==> images/pdn.png <==
Pins as bars on the die edge. Tap cells in gray.
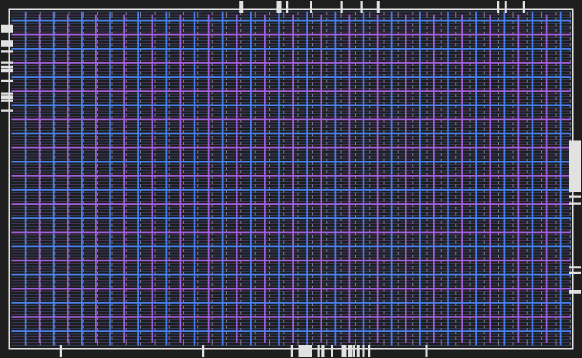
==> images/clock_map.png <==
The bar under the picture is 200 um long.
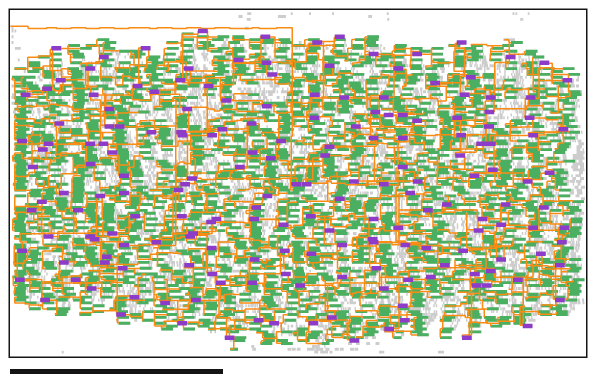
Design dmem_responder, sky130hd; sources not shown.
==> out/metrics.yaml <==
nFillCells: 14700
reg2reg_depth: 5
seq_share_pct: 64.6
cts_tree: "built"
comb_share_pct: 21.2
status: "completed"
ff_type: "edfxtp_1"
logic_area_sq_um: 20400
crit_chain: "clkdlybuf4s50_1 -> nor2_1 -> nand3_1 -> nor2_1 -> nand3_1 -> nor3_1 -> nand2_2 -> buf_4 -> nor2_1"
yosysWarnings: 0
cts_resized: 0
yosys.area.top_type_share_pct: 70.4
core_sq_um: 173000
synthMuxAreaShare_pct: 0
io_buffers: 107
cts_buffers: 189
p_int_mw: 21.6
yosys_area_sq_um: 87300
place.gp.congestion: 0.962
place_hpwl_um: 169000
max_freq_mhz: 223
clk_transition_reported_paths_ps: 60
required_ps: 6650
wl_met2_um: 110000
grt_pass1_wl_um: 389000
final-clk-cell-share_pct: 6.22
comb.multi_input.count: 5034
grt_max_degree: 207
stdcell_area_sq_um: 96200
worstPathMaxFanout: 24
p_comb_share_pct: 5.7
yosys.area_share.adder_pct: 0
lay_top_count: "nand2_1"
async_flop_share_pct: 0
h-tree-depth: 4
synth-simple-area-share_pct: 21.5
leakagePower_nw: 37.8
yosysCellCount: 8318
hold_viol_final: 0
sw_frac_of_total_pct: 22.5
drv_cap: 0
initial_utilization_pct: 50.5
top_cells_by_count: "nand2_1 (3424), edfxtp_1 (2048), inv_1 (761), nor2_1 (625), nand3_1 (557)"
globalRoute.totalOverflow: 0
antenna_found_initial: 19
powerSeq_mw: 15.0
min_period_over_period_pct: 69.9
p_comb_mw: 1.58
grt_usage_pct: 30.5
drive_gt1_share_pct: 5.02
Back to the opening pictures, pdn.png:
| net | color |
|---|---|
| VDD | purple |
| VSS | blue |
met5 straps: 23
met4 straps: 39
Die Ht: 326 um
VDD IR max: 284 uV

Back to the opening pictures, clock_map.png:
[cells driving clock nets] purple | count: 189
[flip-flops] green | count: 2083
[clock wires] orange | length: 23.2 mm
routed clock nets: 190
clock-net power: 11.4 mW
worst-skew pair later-pin latency: 840 ps
clock group share of total power: 40.7%

No activity file was given, so power comes from the tool's default toggle rates.
